Run 1, PDN straps and rails:
Pins as bars on the die edge. Tap cells in grey.
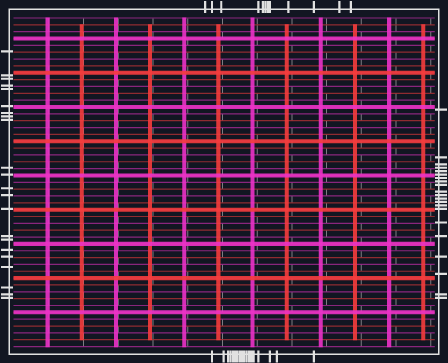
Run 1, cell classes on the final placement:
The bar under the picture is 50 microns long.
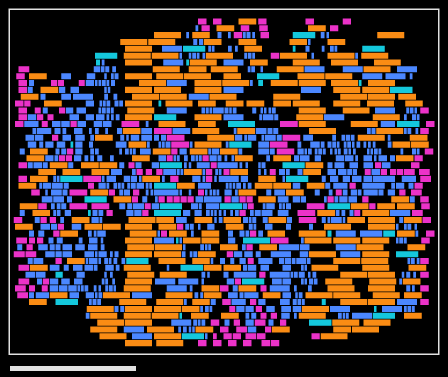
Run 1, track usage over the die:
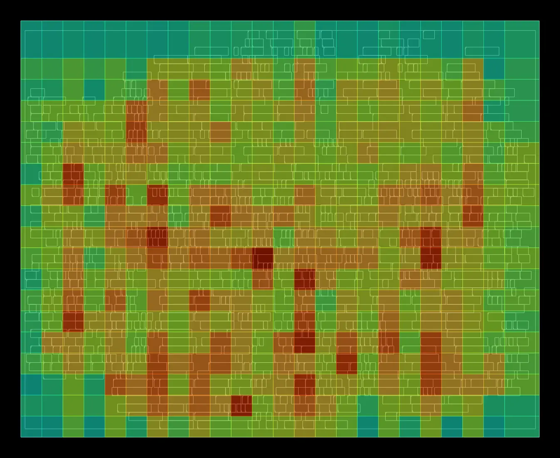
Run 1, sequential cells coloured by netlist name:
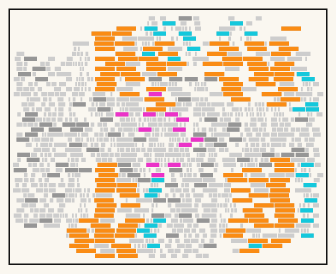
<file path="config.mk">
export PLATFORM = sky130hd
export DESIGN_NAME = mipi_byte_aligner
export DESIGN_NICKNAME = d
export VERILOG_FILES = /design/src/rtl/mipi_pkg.sv /design/src/rtl/mipi_fifo_chk.sv /design/src/rtl/mipi_lane_aligner.sv /design/src/rtl/mipi_byte_aligner.sv
export SDC_FILE = /design/constraint.sdc
export NUM_CORES = 1
export LEC_CHECK = 0
export CAP_MARGIN = 20
export CORE_ASPECT_RATIO = 0.8
export CORE_UTILIZATION = 50
export DETAILED_ROUTE_END_ITERATION = 7
export PLACE_DENSITY = 0.72
export SETUP_SLACK_MARGIN = 0.02
export SLEW_MARGIN = 20
export SYNTH_ARGS = -nofsm -noshare
export SYNTH_HDL_FRONTEND = slang
export SYNTH_SLANG_ARGS = --single-unit
</file>
<file path="constraint.sdc">
create_clock -name gclk -period 3.5 [get_ports gclk]
set_input_delay 0.875 -clock gclk [delete_from_list [all_inputs] [get_ports gclk]]
set_output_delay 0.875 -clock gclk [all_outputs]
set_load 0.005 [all_outputs]
</file>
<file path="src/rtl/mipi_pkg.sv">
// -----------------------------------------------------------------------------
// mipi_pkg
// Shared constants for the MIPI D-PHY byte aligner:
//   - SYNC_BYTE        : HS sync pattern (bit 0 is the first bit on the line)
//   - TOP_*            : top-level alignment FSM encoding
//   - LANE_*           : per-lane hunt/lock FSM encoding
//   - find_sync()      : lowest-offset sync search over a 16-bit lane window
// -----------------------------------------------------------------------------
package mipi_pkg;

   localparam logic [7:0] SYNC_BYTE = 8'hB8;

   // Top FSM: waiting for a first lock, collecting skewed lanes, streaming,
   // and latched error until the burst ends.
   localparam logic [1:0] TOP_IDLE = 2'd0;
   localparam logic [1:0] TOP_WAIT = 2'd1;
   localparam logic [1:0] TOP_RUN  = 2'd2;
   localparam logic [1:0] TOP_ERR  = 2'd3;

   localparam logic [0:0] LANE_HUNT   = 1'b0;
   localparam logic [0:0] LANE_LOCKED = 1'b1;

   // Returns {hit, offset}. The loop walks from the highest offset down so
   // the lowest matching offset is the one left in the result.
   function automatic logic [3:0] find_sync(input logic [15:0] w,
                                            input logic [7:0]  sync);
      logic [3:0] res;
      res = 4'd0;
      for (int k = 7; k >= 0; k--) begin
         if (w[k +: 8] == sync) begin
            res = {1'b1, 3'(k)};
         end else begin
            res = res;
         end
      end
      return res;
   endfunction

endpackage

</file>
<file path="src/rtl/mipi_fifo_chk.sv">
// -----------------------------------------------------------------------------
// mipi_fifo_chk
// Assertion-only checker bound to one lane FIFO.
// Ports:
//   gclk, rst   clock and synchronous active-high reset
//   push, pop   accepted write / accepted read this cycle
//   full, empty FIFO status flags
//   pop_req     common pop request from the top level
// -----------------------------------------------------------------------------
module mipi_fifo_chk (
   input logic gclk,
   input logic rst,
   input logic push,
   input logic pop,
   input logic full,
   input logic empty,
   input logic pop_req
);

   // Overflow would silently drop a byte; underflow would emit a stale one.
   always @(posedge gclk) begin
      if (!rst) begin
         assert (!(push && full && !pop));
         assert (!(pop_req && empty));
      end
   end

endmodule

</file>
<file path="src/rtl/mipi_lane_aligner.sv">
// -----------------------------------------------------------------------------
// mipi_lane_aligner
// One D-PHY data lane: hunts for the HS sync byte at any of 8 bit offsets,
// locks that offset and pushes aligned payload bytes into a small FIFO that
// absorbs lock-time skew between lanes.
// Ports:
//   gclk        byte-rate clock
//   rst         synchronous active-high reset
//   hs_active   HS burst in progress; low returns the lane to HUNT
//   force_hunt  top-level abort (skew timeout / error hold)
//   pop         common pop from the top level
//   din         unaligned deserialized byte, bit 0 earliest
//   hit         sync seen this cycle while hunting (before abort gating)
//   locked      offset is locked
//   fifo_empty  FIFO holds no byte
//   data        FIFO head byte
// -----------------------------------------------------------------------------
module mipi_lane_aligner
   import mipi_pkg::*;
#(
   parameter logic [7:0] SYNC  = SYNC_BYTE,
   parameter int         DEPTH = 4
) (
   input  logic       gclk,
   input  logic       rst,
   input  logic       hs_active,
   input  logic       force_hunt,
   input  logic       pop,
   input  logic [7:0] din,
   output logic       hit,
   output logic       locked,
   output logic       fifo_empty,
   output logic [7:0] data
);

   localparam int PW = (DEPTH > 1) ? $clog2(DEPTH) : 1;
   localparam int CW = $clog2(DEPTH + 1);

   logic [7:0]    prev_r;
   logic [15:0]   w_s;
   logic [3:0]    srch_s;
   logic [2:0]    off_r;
   logic [0:0]    state_r;
   logic [7:0]    aligned_s;
   logic [7:0]    mem_r [DEPTH];
   logic [PW-1:0] wr_ptr_r;
   logic [PW-1:0] rd_ptr_r;
   logic [CW-1:0] cnt_r;
   logic          flush_s;
   logic          push_s;
   logic          do_pop_s;
   logic          full_s;

   function automatic logic [PW-1:0] ptr_inc(input logic [PW-1:0] p);
      return (p == PW'(DEPTH - 1)) ? {PW{1'b0}} : p + 1'b1;
   endfunction

   // Older byte sits in the low half, so offset k selects bits k..k+7 in
   // line order.
   assign w_s       = {din, prev_r};
   assign srch_s    = find_sync(w_s, SYNC);
   assign aligned_s = w_s[off_r +: 8];

   assign flush_s    = !hs_active || force_hunt;
   assign hit        = (state_r == LANE_HUNT) && hs_active && srch_s[3];
   assign push_s     = (state_r == LANE_LOCKED) && !flush_s;
   assign full_s     = (cnt_r == CW'(DEPTH));
   assign fifo_empty = (cnt_r == {CW{1'b0}});
   assign do_pop_s   = pop && !fifo_empty && !flush_s;
   assign locked     = (state_r == LANE_LOCKED);
   assign data       = mem_r[rd_ptr_r];

   // Previous-byte register forming the 16-bit search window.
   always_ff @(posedge gclk) begin
      if (rst) begin
         prev_r <= 8'h00;
      end else begin
         prev_r <= din;
      end
   end

   // Lane FSM and offset latch; the sync byte itself is never pushed.
   always_ff @(posedge gclk) begin
      if (rst) begin
         state_r <= LANE_HUNT;
         off_r   <= 3'd0;
      end else if (flush_s) begin
         state_r <= LANE_HUNT;
         off_r   <= off_r;
      end else begin
         case (state_r)
            LANE_HUNT: begin
               if (hit) begin
                  state_r <= LANE_LOCKED;
                  off_r   <= srch_s[2:0];
               end else begin
                  state_r <= LANE_HUNT;
                  off_r   <= off_r;
               end
            end
            LANE_LOCKED: begin
               state_r <= LANE_LOCKED;
               off_r   <= off_r;
            end
            default: begin
               state_r <= LANE_HUNT;
               off_r   <= 3'd0;
            end
         endcase
      end
   end

   // FIFO storage; contents need no reset because occupancy gates reads.
   always_ff @(posedge gclk) begin
      if (push_s) begin
         mem_r[wr_ptr_r] <= aligned_s;
      end
   end

   // FIFO pointers and occupancy; flushing discards undrained bytes.
   always_ff @(posedge gclk) begin
      if (rst || flush_s) begin
         wr_ptr_r <= {PW{1'b0}};
         rd_ptr_r <= {PW{1'b0}};
         cnt_r    <= {CW{1'b0}};
      end else begin
         wr_ptr_r <= push_s   ? ptr_inc(wr_ptr_r) : wr_ptr_r;
         rd_ptr_r <= do_pop_s ? ptr_inc(rd_ptr_r) : rd_ptr_r;
         case ({push_s, do_pop_s})
            2'b10:   cnt_r <= cnt_r + 1'b1;
            2'b01:   cnt_r <= cnt_r - 1'b1;
            default: cnt_r <= cnt_r;
         endcase
      end
   end

   mipi_fifo_chk u_chk (
      .gclk    (gclk),
      .rst     (rst),
      .push    (push_s),
      .pop     (do_pop_s),
      .full    (full_s),
      .empty   (fifo_empty),
      .pop_req (pop)
   );

endmodule

</file>
<file path="src/rtl/mipi_byte_aligner.sv">
// -----------------------------------------------------------------------------
// mipi_byte_aligner
// Aligns and deskews the per-lane bytes of a MIPI D-PHY receiver so the packet
// layer sees one lane-coherent word per cycle.
// Ports:
//   gclk         byte-rate fabric clock (only clock)
//   rst          synchronous active-high reset
//   hs_active    HS burst in progress
//   din          LANES unaligned bytes, lane i at din[i*8 +: 8]
//   dout         aligned, deskewed word, same packing
//   dout_valid   dout holds a valid word
//   lane_locked  per-lane lock flags
//   sync_err     one-cycle pulse when lanes fail to lock within MAX_SKEW
// -----------------------------------------------------------------------------
module mipi_byte_aligner
   import mipi_pkg::*;
#(
   parameter int         LANES     = 4,
   parameter logic [7:0] SYNC_BYTE = mipi_pkg::SYNC_BYTE,
   parameter int         MAX_SKEW  = 3
) (
   input  logic               gclk,
   input  logic               rst,
   input  logic               hs_active,
   input  logic [LANES*8-1:0] din,
   output logic [LANES*8-1:0] dout,
   output logic               dout_valid,
   output logic [LANES-1:0]   lane_locked,
   output logic               sync_err
);

   localparam int DEPTH = MAX_SKEW + 1;
   localparam int CW    = (MAX_SKEW > 1) ? $clog2(MAX_SKEW) : 1;

   logic [LANES-1:0]   hit_s;
   logic [LANES-1:0]   locked_s;
   logic [LANES-1:0]   empty_s;
   logic [LANES*8-1:0] word_s;
   logic [1:0]         state_r;
   logic [1:0]         state_nxt_s;
   logic [CW-1:0]      cnt_r;
   logic [CW-1:0]      cnt_nxt_s;
   logic               err_enter_s;
   logic               force_hunt_s;
   logic               pop_s;
   logic               all_next_s;
   logic               any_next_s;

   // Lock status as it will be after this edge: lets the FSM leave IDLE on
   // the same edge a lane locks, so a single-lane link goes straight to RUN.
   assign all_next_s   = &(locked_s | hit_s);
   assign any_next_s   = |(locked_s | hit_s);
   assign force_hunt_s = err_enter_s || (state_r == TOP_ERR);
   assign pop_s        = (state_r == TOP_RUN) && hs_active && !(|empty_s);
   assign lane_locked  = locked_s;

   for (genvar i = 0; i < LANES; i++) begin : g_lane
      mipi_lane_aligner #(
         .SYNC  (SYNC_BYTE),
         .DEPTH (DEPTH)
      ) u_lane (
         .gclk       (gclk),
         .rst        (rst),
         .hs_active  (hs_active),
         .force_hunt (force_hunt_s),
         .pop        (pop_s),
         .din        (din[i*8 +: 8]),
         .hit        (hit_s[i]),
         .locked     (locked_s[i]),
         .fifo_empty (empty_s[i]),
         .data       (word_s[i*8 +: 8])
      );
   end

   // Top FSM next state and skew counter; burst end outranks everything.
   always_comb begin
      state_nxt_s = state_r;
      cnt_nxt_s   = cnt_r;
      err_enter_s = 1'b0;
      case (state_r)
         TOP_IDLE: begin
            if (!hs_active) begin
               state_nxt_s = TOP_IDLE;
            end else if (all_next_s) begin
               state_nxt_s = TOP_RUN;
            end else if (any_next_s) begin
               state_nxt_s = TOP_WAIT;
               cnt_nxt_s   = {CW{1'b0}};
            end else begin
               state_nxt_s = TOP_IDLE;
            end
         end
         TOP_WAIT: begin
            if (!hs_active) begin
               state_nxt_s = TOP_IDLE;
            end else if (all_next_s) begin
               state_nxt_s = TOP_RUN;
            end else if (cnt_r == CW'(MAX_SKEW - 1)) begin
               // Counter would reach MAX_SKEW with a lane still hunting.
               state_nxt_s = TOP_ERR;
               err_enter_s = 1'b1;
            end else begin
               cnt_nxt_s = cnt_r + 1'b1;
            end
         end
         TOP_RUN: begin
            if (!hs_active) begin
               state_nxt_s = TOP_IDLE;
            end else begin
               state_nxt_s = TOP_RUN;
            end
         end
         TOP_ERR: begin
            // Hold off re-hunting until the burst has ended.
            if (!hs_active) begin
               state_nxt_s = TOP_IDLE;
            end else begin
               state_nxt_s = TOP_ERR;
            end
         end
         default: begin
            state_nxt_s = TOP_IDLE;
            cnt_nxt_s   = {CW{1'b0}};
         end
      endcase
   end

   // Top FSM state and skew counter registers.
   always_ff @(posedge gclk) begin
      if (rst) begin
         state_r <= TOP_IDLE;
         cnt_r   <= {CW{1'b0}};
      end else begin
         state_r <= state_nxt_s;
         cnt_r   <= cnt_nxt_s;
      end
   end

   // Registered outputs: word appears the cycle after the common pop.
   always_ff @(posedge gclk) begin
      if (rst) begin
         dout       <= {(LANES*8){1'b0}};
         dout_valid <= 1'b0;
         sync_err   <= 1'b0;
      end else begin
         dout_valid <= pop_s;
         sync_err   <= err_enter_s;
         if (pop_s) begin
            dout <= word_s;
         end else begin
            dout <= dout;
         end
      end
   end

endmodule

</file>
==> impl_metrics.csv, run 1 <==
group,metric,value,unit
final_layout,syn_to_final_growth,24.8,%
pwr,p_per_area,427,nW/um^2
global_routing,grt_max_degree,37,
pwr,leakagePower,0.00503,uW
placement,placed_area,13100,sq um
final_layout,final.clkbuf_count,31,
logic_synthesis,yosys-stat-cells,984,
sta,timing.fmax,0.292,GHz
die,n_tap_cell,300,
logic_synthesis,synthCells,984,
sta,fin_crit,3.43,ns
global_routing,antenna_found_initial,0,
final_layout,sh_comb_area,35.0,%
logic_synthesis,yosys_area,11300,sq um
route,vias_per_cell,5.47,
final_layout,regMostFlops,"g_lane.u_lane.mem_r",
final_layout,bufAreaShareNonClock,12.1,%
clock_tree,htreeDepth,1,
critical_path,critPathRequiredTime,3.90,ns
hold_path,hp-class,"reg2reg",
final_layout,mostFrequentLayoutCells,"edfxtp_1, nand2_1, dfxtp_1, a21oi_1, buf_4",
critical_path,startpoint,"din[19]",
job,maxCapViolCount,0,
critical_path,timing.rr.start,"g_lane[2].u_lane.prev_r[7]",
logic_synthesis,synthDistinctLibCells,50,
final_layout,nNonClkInverters,38,
clock_tree,cts_tree,"yes",
final_layout,largest_register_ffs,128,
sta,fin_tns_setup,0,ns
die,die_x,170,microns
die,placeableCoreArea,21900,sq um
critical_path,crit_end,"g_lane[0].u_lane.cnt_r[2]",
critical_path,crit_path_start_kind,"primary input",
clock_tree,clkSlewWorstSetupHoldPaths,0.06,ns
final_layout,nets,1186,
critical_path,r2r_slack,0.31,ns
clock_tree,cts_resized,5,
sta,whs,0.451,ns
job,warnings,38,
logic_synthesis,async_reset_ff_share,0,%
die,chipHeight,136,microns
final_layout,drive_gt1_share,19.7,%
critical_path,end_kind,"flip-flop",
die,fp_util,51.7,%
hold_path,worstHoldPathCells,2,
clock_tree,clk_latency,0.52,ns
logic_synthesis,flop_cell,"edfxtp_1",
route,firstDrtPassIters,5,
global_routing,overflow,0,
logic_synthesis,synth-edff-count,128,
clock_tree,root_buffer,"clkbuf_16",
final_layout,clockNetworkAreaShare,5.80,%
global_routing,first_global_vias,7655,
sta,tightest_slew,0.711,ns
route,routed_wirelength,23700,microns
route,first_iter_violations,458,
final_layout,dominant_cells,"flip-flops and latches",
critical_path,r2r_cells,14,
placement,hpwl,16100,microns
critical_path,arrival,3.82,ns
final_layout,diodes,0,
sta,fin_crit_sh,97.9,%
final_layout,flop_area,6130,sq um
final_layout,reg_top3,"g_lane.u_lane.mem_r x128, dout x32, g_lane.u_lane.prev_r x32",
die,die_area,23200,sq um
clock_tree,cts_buffer_depth,3,
logic_synthesis,syn-mean-instance-area,11.5,sq um
final_layout,combGateArea,4940,sq um
critical_path,r2r_end,"g_lane[0].u_lane.cnt_r[2]",
clock_tree,post-cts-setup-buffers,0,
final_layout,buffers,172,
sta,fin_skew,0.0125,ns
pwr,vdd_drop_max,0.295,mV
final_layout,final_area,14100,sq um
logic_synthesis,syn-num-nets,1048,
final_layout,nFillCells,1712,
sta,hold_violations,0,
placement,gp_congestion,0.881,
sta,setup_ws,0.0726,ns
final_layout,final_common_cell,"edfxtp_1",
hold_path,min_from,"dout[14]",
route,ant_nets,0,
logic_synthesis,postSynthSeqShare,54.2,%
final_layout,seq_share,43.4,%
critical_path,worstPathMaxFanout,7,
route,drcViolationCount,0,
clock_tree,cts_sinks,242,
die,io_pins,73,
placement,place_ws,-0.524,ns
final_layout,instances_no_fill,1440,
route,dr_total_vias,7874,
final_layout,num-multi-input-gates,644,
sta,setup_violations,0,
hold_path,holdPathEnd,"dout[14]",
sta,slew_headroom,52.6,%
placement,dp_cells,1389,
final_layout,flop-count,242,
pwr,total_power,6020,uW
outcome,status,"complete, no violations",
global_routing,grt_pass1_wl,39000,microns
critical_path,worstSetupPathType,"in2reg",
clock_tree,numCtsBuffers,24,
placement,port_buffers,72,
clock_tree,cts.hold.buffers_added,0,
die,rows,48,
logic_synthesis,ys_ff,242,
logic_synthesis,yosysWarnings,0,
logic_synthesis,syn_area,11300,sq um
sta,slew_viol_final,0,
Notes on 'PDN straps and rails' above:
magenta -> VSS
red -> VDD
rows = 48
met5 straps = 9
met1 rails = 49
met4 straps = 12

Notes on 'cell classes on the final placement' above:
magenta -> other buffers and delay cells  # cells 172, share of their area 12%
orange -> flip-flops  # cells 242, share of their area 45%
blue -> all other logic  # cells 682, share of their area 37%
cyan -> clock drivers and dummy loads  # cells 44, share of their area 6.0%

Notes on 'track usage over the die' above:
routed len/inst: 16.4 microns
met3 Usage GRT: 3.32%
final core area utilization: 64.5%
Total GRT Usage: 21.0%
GRT Max-Usage Layer: met2

Notes on 'sequential cells coloured by netlist name' above:
cyan -> `dout`  # flops 32
orange -> `g_lane.u_lane.mem_r`  # flops 128
magenta -> `g_lane.u_lane.cnt_r`  # flops 12, where centre

## run 1: cell families (layout without fill, tap and decap cells)
family	Yosys count	after routing	synth area share [%]
AOI/OAI and AO/OA	161	161	7.97
adders and majority gates	29	29	3.48
muxes	104	104	13.6
DFF	242	242	54.2
xor gates and xnor gates	12	12	0.930
and+or+nand+nor	338	338	16.4
buffers and inverters	98	254	3.50
## run 1: per-layer routing
layer  global-route usage [%]  up-vias  share of wire [%]  routed length, microns
met4                     4.25        0                1.4                     336
met3                     3.32       26                4.4                    1040
li1                         -     3873                  -                       -
met1                     29.1     3816                 47                   11100
met5                        0        -                  0                       0
met2                     35.1      159                 47                   11200
## run 1: worst max-delay path, cell delays in order
cell	delay, ns
clkdlybuf4s50_1	0.57
nor4bb_2	0.32
o21ai_1	0.12
nand4_1	0.21
a21oi_2	0.11
o41ai_4	0.38
and2_4	0.25
nand2_1	0.07
ha_2	0.20
inv_1	0.09
fa_1	0.21
xor2_1	0.16
nor2_1	0.07
xnor2_1	0.15
nor2_1	0.05
## run 1: synth_stat cells, types with 7 or more instances
cell type,count,share of area (%)
edfxtp_1,128,34
nand2_1,123,4.1
dfxtp_1,114,20
a21oi_1,93,4.1
nor2_1,62,2.1
mux2i_1,45,4.0
clkbuf_1,38,1.3
mux4_2,37,7.4
nor4bb_1,36,3.2
nor2b_1,35,1.9
inv_1,34,1.1
o21ai_0,30,1.3
and3_1,25,1.4
ha_1,25,2.8
mux2_2,21,2.1
nor3_1,17,0.75
buf_1,12,0.40
o21ai_1,10,0.44
or4bb_1,10,1.0
xor2_1,8,0.62
nand3_1,7,0.31
## run 1: power by group
part           switching (uW)  internal (uW)  total, uW
clock network            1060           1590       2640
logic                     159            165        323
registers                39.6           3020       3060
total                    1250           4770       6020
--- run 2 (diff from run 1) ---
Settings changed: CELL_PAD_IN_SITES_DETAIL_PLACEMENT set to 0, CELL_PAD_IN_SITES_GLOBAL_PLACEMENT set to 1, CORE_UTILIZATION 50 to 43, CTS_BUF_LIST set to sky130_fd_sc_hd__clkbuf_4 sky130_fd_sc_hd__clkbuf_8 sky130_fd_sc_hd__clkbuf_16, PLACE_DENSITY 0.72 to unset, PLACE_DENSITY_LB_ADDON set to 0.1.
Run 2, PDN straps and rails:
Pins as bars on the die edge. Tap cells in grey.
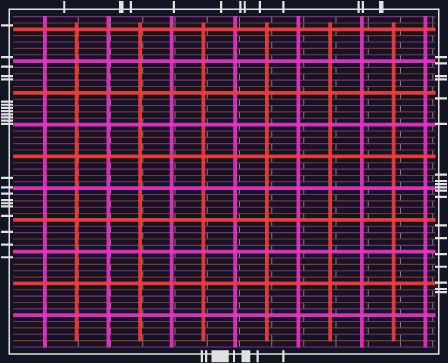
red -> VDD
magenta -> VSS
signal pins = 73
met1 rails = 53
met5 straps = 10
met4 straps = 13

Run 2, cell classes on the final placement:
The bar under the picture is 50 microns long.
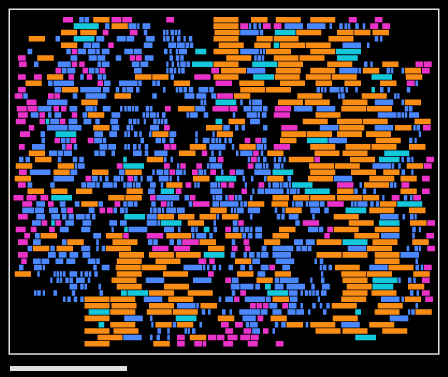
cyan -> clock drivers and dummy loads  # cells 48, share of their area 7.1%
blue -> all other logic  # cells 682, share of their area 37%
magenta -> other buffers and delay cells  # cells 178, share of their area 13%
orange -> flip-flops  # cells 242, share of their area 44%

Run 2, sequential cells coloured by netlist name:
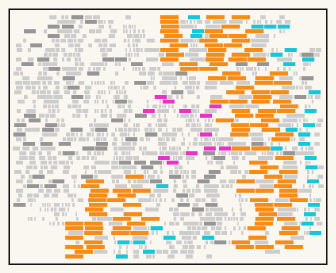
magenta -> `g_lane.u_lane.cnt_r`  # flops 12, where centre
cyan -> `dout`  # flops 32
orange -> `g_lane.u_lane.mem_r`  # flops 128

==> run 2 against run 1 <==
  * First-iteration DRC count increased by 10%
  * Via count shrank 2.1%
  * Worst setup slack better by 0.096 ns
  * Final cell count increased by 4.2%
  * Combinational power grew 6.5%
  * Synthesized area unchanged
  * Largest cell class unchanged
  * Largest power group is now clock
==> impl_metrics.csv, run 2 <==
group,metric,value,unit
outcome,status,"complete, no violations",
logic_synthesis,yosys_area,11300,sq um
die,fp_util,44.2,%
sta,fin_crit_sh,95.2,%
die,die_x,183,microns
sta,fin_tns_setup,0,ns
critical_path,cpPeakStageDelay,0.51,ns
clock_tree,clkSlewWorstSetupHoldPaths,0.07,ns
logic_synthesis,yosysWarnings,0,
critical_path,critPathBufInv,2,
critical_path,timing.rr.start,"g_lane[2].u_lane.prev_r[7]",
global_routing,grt_max_degree,48,
final_layout,regMostFlops,"g_lane.u_lane.mem_r",
hold_path,min_from,"dout[9]",
logic_synthesis,syn_area,11300,sq um
logic_synthesis,top_cells_by_area,"edfxtp_1, dfxtp_1, mux4_2, a21oi_1, nand2_1",
sta,setup_ws,0.169,ns
die,io_pins,73,
clock_tree,cts_buffer_depth,3,
logic_synthesis,synthCells,984,
final_layout,final_common_cell,"edfxtp_1",
clock_tree,cts_tree,"yes",
clock_tree,htreeDepth,1,
critical_path,cpMostUsedCell,"nor2_1",
sta,fin_skew,0.0175,ns
final_layout,instances_no_fill,1501,
placement,port_buffers,72,
critical_path,r2r_cells,14,
sta,fin_crit,3.33,ns
clock_tree,cts.hold.buffers_added,0,
hold_path,worstHoldPathCells,2,
critical_path,arrival,3.77,ns
sta,timing.fmax,0.300,GHz
logic_synthesis,syn-mean-instance-area,11.5,sq um
pwr,pwr-share-comb,5.2,%
logic_synthesis,flop_cell,"edfxtp_1",
pwr,p_per_area,452,nW/um^2
hold_path,holdPathEnd,"dout[9]",
pwr,p_clk_share,48.1,%
final_layout,postLayoutCoreUtil,56.6,%
hold_path,hp-class,"reg2reg",
pwr,seq_power_share,46.7,%
logic_synthesis,yosysTopAreaCell,"edfxtp_1",
pwr,intPower,5190,uW
clock_tree,clk_latency,0.53,ns
final_layout,mostFrequentLayoutCells,"edfxtp_1, nand2_1, dfxtp_1, buf_4, a21oi_1",
final_layout,combGateArea,5010,sq um
logic_synthesis,synth-edff-count,128,
logic_synthesis,syn-num-nets,1048,
global_routing,antenna_found_initial,0,
logic_synthesis,async_reset_ff_share,0,%
critical_path,crit_path_start_kind,"primary input",
die,rows,52,
pwr,leakagePower,0.00521,uW
placement,placed_area,13100,sq um
critical_path,end_kind,"flip-flop",
route,drcViolationCount,0,
final_layout,final_area,14500,sq um
die,chipHeight,147,microns
logic_synthesis,ys_ff,242,
clock_tree,cts_sinks,242,
global_routing,grt_pass1_wl,40000,microns
route,routed_wirelength,25100,microns
route,vias_per_cell,5.14,
global_routing,overflow,0,
critical_path,r2r_slack,0.28,ns
critical_path,path_delay_family,"simple AND/OR/NAND/NOR gates",
clock_tree,numCtsBuffers,26,
route,dr_total_vias,7712,
final_layout,reg_top3,"g_lane.u_lane.mem_r x128, dout x32, g_lane.u_lane.prev_r x32",
critical_path,r2r_end,"g_lane[0].u_lane.cnt_r[2]",
pwr,vdd_drop_max,0.310,mV
logic_synthesis,common_cells,"edfxtp_1, nand2_1, dfxtp_1",
sta,slew_headroom,47.7,%
route,ant_nets,0,
global_routing,first_global_vias,7311,
final_layout,nFillCells,2198,
critical_path,cp_cell_sequence,"clkdlybuf4s50_1 -> nor4bb_1 -> o21ai_1 -> nand4_1 -> a21oi_4 -> o41ai_4 -> and2_4 -> nand2_1 -> ha_2 -> inv_1 -> fa_1 -> xor2_1 -> nor2_1 -> xnor2_1 -> nor2_1",
die,die_area,26900,sq um
global_routing,track_usage,18.7,%
critical_path,slowest_stage,"clkdlybuf4s50_1",
sta,slew_viol_final,0,
logic_synthesis,yosys-stat-cells,984,
sta,whs,0.450,ns
pwr,p_sw_share,20.7,%
critical_path,worstPathMaxFanout,8,
placement,hpwl,17200,microns
clock_tree,root_buffer,"clkbuf_16",
sta,hold_violations,0,
-- run 2: how the worst max path moves through the flow --
stage,from,endpoint,slack (ns),cells after the start
after floorplan,din[1],g_lane[0].u_lane.cnt_r[2],0.02,15
after global placement,din[8],g_lane[0].u_lane.cnt_r[2],-0.51,15
after detailed placement,din[8],g_lane[2].u_lane.cnt_r[2],-0.54,15
after CTS,din[8],g_lane[0].u_lane.cnt_r[2],0.02,15
after global routing,din[28],g_lane[3].u_lane.cnt_r[2],0.03,15
final,din[27],g_lane[3].u_lane.cnt_r[2],0.17,15
-- run 2: cell type report --
cell class                 count  share of cell area [%]
inverter                      38                   0.985
timing repair buffer         178                    12.2
multi-input combinational    644                    34.6
sequential                   242                    42.3
clock inverter                18                    2.16
clock buffer                  30                    4.74
tap                          351                    3.03
-- run 2: per-layer routing --
layer	wire length [microns]	GRT usage (%)	up-vias
met2	10700	27.0	135
met3	832	2.48	32
li1	-	-	3896
met5	0	0	-
met4	415	4.08	0
met1	13100	29.5	3649
-- run 2: what timing repair did --
item                                    4_1_cts  5_1_grt
hold endpoints to repair                      0        0
endpoints found under the setup margin        1       29
buffers inserted                              0       10
pin swaps                                     0       23
gates resized                                 1       58
-- run 2: logic make-up after synthesis --
logic type / after synthesis / synth area share [%]
AOI/OAI and AO/OA: 161 / 7.97
xor gates and xnor gates: 12 / 0.930
adders and majority gates: 29 / 3.48
buffers and inverters: 98 / 3.50
DFF: 242 / 54.2
muxes: 104 / 13.6
and+or+nand+nor: 338 / 16.4
-- run 2: power by group through the flow --
stage	Combinational (uW)	Sequential, uW	Clock [uW]
final	344	3060	3150
after global routing	375	3060	3340
after CTS	323	3050	3240
after detailed placement	321	3110	0
after global placement	318	3110	0
after floorplan	166	3100	0
--- run 3 (diff from run 2) ---
Settings changed: CORE_ASPECT_RATIO 0.8 to 1.4, SKIP_LAST_GASP set to 1.
Run 3, clock network drawn from the DEF:
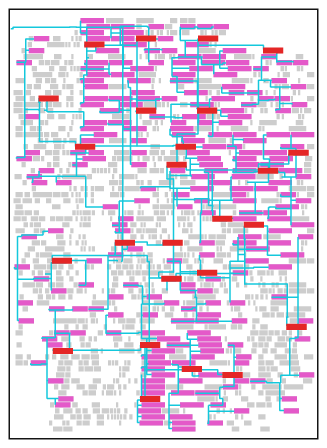
cyan -> clock wires  # length 3030 microns
magenta -> flip-flops  # count 242
red -> cells driving clock nets  # count 25
routed clock nets = 26

Run 3, track usage over the die:
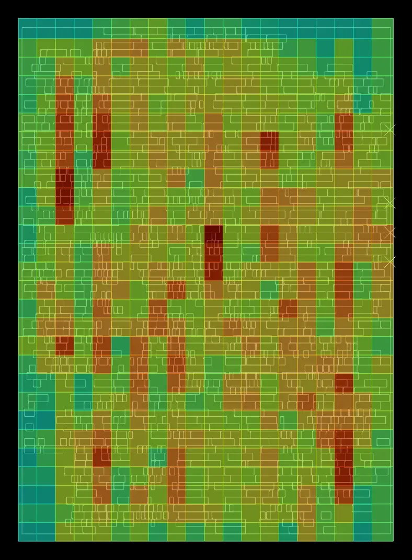
routed len/inst: 17.5 microns
met3 Usage GRT: 2.27%
GRT met1 Usage: 23.6%
Total GRT Usage: 19.3%

Run 3, PDN straps and rails:
Pins as bars on the die edge. Tap cells in grey.
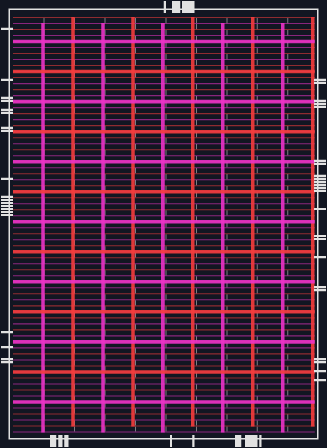
red -> VDD
magenta -> VSS
met1 rails = 70
signal pins = 73
met4 straps = 10
tap cells = 319
rows = 69

==> run 3 against run 2 <==
  * The run now ends with design-rule violations left
  * Final cell count shrank 2.7%
  * Non-clock buffer count shrank 7
  * Die size is essentially flat
  * Register-to-register slack is essentially flat
  * Flip-flop count is the same
  * Combinational power is essentially flat
  * Synthesized cell count is the same
  * Clock skew is essentially flat
  * Critical path depth grew 1
  * Maximum frequency grew 0.64%
  * Critical endpoint is now g_lane[1].u_lane.cnt_r[2]
==> impl_metrics.csv, run 3 <==
group,metric,value,unit
outcome,status,"complete, but fails checks",
outcome,violations,"design-rule violations",
die,io_pins,73,
sta,fin_skew,0.0172,ns
clock_tree,cts_buffer_depth,3,
logic_synthesis,adder_share,3.48,%
die,fp_util,44.1,%
critical_path,r2r_end,"g_lane[0].u_lane.cnt_r[2]",
placement,port_buffers,72,
critical_path,timing.rr.start,"g_lane[3].u_lane.prev_r[7]",
logic_synthesis,syn-num-nets,1048,
clock_tree,clkSlewWorstSetupHoldPaths,0.06,ns
logic_synthesis,ys_top_logic_family,"simple AND/OR/NAND/NOR gates",
logic_synthesis,yosys_area,11300,sq um
logic_synthesis,yosys-stat-cells,984,
global_routing,grtUsageMet2,35.9,%
logic_synthesis,ys_sh_mux,13.6,%
critical_path,cp_cell_sequence,"clkdlybuf4s50_1 -> buf_4 -> nor4bb_2 -> o21ai_0 -> nand4_1 -> a21oi_2 -> o41ai_4 -> and2_4 -> nand2_1 -> ha_1 -> inv_1 -> fa_1 -> xor2_1 -> nor2_1 -> xnor2_1 -> nor2_1",
critical_path,end_kind,"flip-flop",
sta,timing.fmax,0.302,GHz
logic_synthesis,top_cells_by_area,"edfxtp_1, dfxtp_1, mux4_2, a21oi_1, nand2_1",
sta,whs,0.453,ns
pwr,vdd_drop_max,0.289,mV
die,die_x,139,microns
global_routing,grt_pass1_wl,41500,microns
route,drcViolationCount,4,
global_routing,overflow,0,
critical_path,cpPeakStageDelay,0.53,ns
pwr,p_per_area,437,nW/um^2
clock_tree,cts_sinks,242,
logic_synthesis,ys_ff,242,
route,dr_total_vias,7794,
critical_path,r2r_slack,0.29,ns
logic_synthesis,simple_gate_area_share,16.4,%
final_layout,final_common_cell,"edfxtp_1",
logic_synthesis,synthCells,984,
global_routing,antenna_found_initial,0,
logic_synthesis,ys_sh_xor,0.930,%
sta,fin_tns_setup,0,ns
logic_synthesis,yosysWarnings,0,
die,die_area,26900,sq um
route,wirelength_met1,10900,microns
hold_path,min_from,"dout[8]",
critical_path,crit_path_start_kind,"primary input",
sta,fin_crit_sh,94.6,%
global_routing,grt_max_degree,41,
route,highest_layer,"met4",
route,vias_per_cell,5.34,
sta,hold_violations,0,
sta,slew_headroom,55.7,%
sta,fin_crit,3.31,ns
sta,setup_ws,0.190,ns
sta,slew_viol_final,0,
pwr,leakagePower,0.00513,uW
final_layout,postLayoutCoreUtil,55.7,%
global_routing,grt_busiest_layer,"met2",
clock_tree,clk_latency,0.53,ns
logic_synthesis,flop_cell,"edfxtp_1",
critical_path,arrival,3.72,ns
critical_path,cpMostUsedCell,"nor2_1",
route,routed-wl-met3,740,microns
final_layout,regMostFlops,"g_lane.u_lane.mem_r",
logic_synthesis,syn-mean-instance-area,11.5,sq um
global_routing,first_global_vias,7900,
critical_path,slowest_stage,"clkdlybuf4s50_1",
logic_synthesis,async_reset_ff_share,0,%
logic_synthesis,synth-edff-count,128,
placement,hpwl,18100,microns
final_layout,reg_top3,"g_lane.u_lane.mem_r x128, dout x32, g_lane.u_lane.prev_r x32",
die,rows,69,
critical_path,worstPathMaxFanout,7,
final_layout,final_area,14300,sq um
die,chipHeight,194,microns
logic_synthesis,common_cells,"edfxtp_1, nand2_1, dfxtp_1",
clock_tree,cts.hold.buffers_added,0,
critical_path,r2r_cells,14,
hold_path,holdPathEnd,"dout[8]",
route,routed_wirelength,25500,microns
hold_path,hp-class,"reg2reg",
logic_synthesis,yosysTopAreaCell,"edfxtp_1",
route,ant_nets,0,
route,wl_met2,13400,microns
clock_tree,numCtsBuffers,25,
hold_path,worstHoldPathCells,2,
## run 3: cell count changes in the layout (fill, tap and decap cells not counted), sizes merged
| cell | delta |
|---|---|
| buf | -7 |
| bufinv | -3 |
| dlymetal6s2s | -2 |
| inv | +2 |
| clkbuf | +1 |
| clkdlybuf4s50 | -1 |
| clkinv | +1 |
## run 3: worst max-delay path by stage
stage / startpoint / endpoint / slack (ns) / cells past startpoint
floorplan: din[1] / g_lane[0].u_lane.cnt_r[2] / 0.02 / 15
global placement: din[8] / g_lane[2].u_lane.cnt_r[2] / -0.48 / 15
CTS: din[2] / g_lane[0].u_lane.cnt_r[2] / 0.03 / 15
global route: din[18] / g_lane[0].u_lane.cnt_r[2] / -0.01 / 16
finish: din[18] / g_lane[1].u_lane.cnt_r[2] / 0.19 / 16
detailed placement: din[9] / g_lane[2].u_lane.cnt_r[2] / -0.54 / 15
## run 3: what timing repair did
action	CTS	global route
endpoints found under the hold margin	0	0
setup buffers	0	3
pin swaps	0	18
setup endpoints to repair	4	8
resized	3	61
## run 3: worst max-delay path: cells and delay by family
family | cells | cell delay (ns)
adders and majority gates | 2 | 0.59
and+or+nand+nor | 6 | 0.68
AOI/OAI and AO/OA | 3 | 0.55
buffers and inverters | 3 | 0.76
xor gates and xnor gates | 2 | 0.28
## run 3: where the power goes
group          internal (uW)  total (uW)  switching [uW]
Sequential              3020        3060            41.2
Combinational            172         341             169
Clock                   1720        2850            1130
## run 3: area by class of cell
type,instances,area [sq um]
multi-input cells,644,5040
clock buffers,28,648
flip-flops and latches,242,6130
well taps,319,399
fillers,2216,11400
clock inverters,18,240
repair buffers,171,1690
inverters,38,143
Power is estimated from default activity; no workload was simulated.
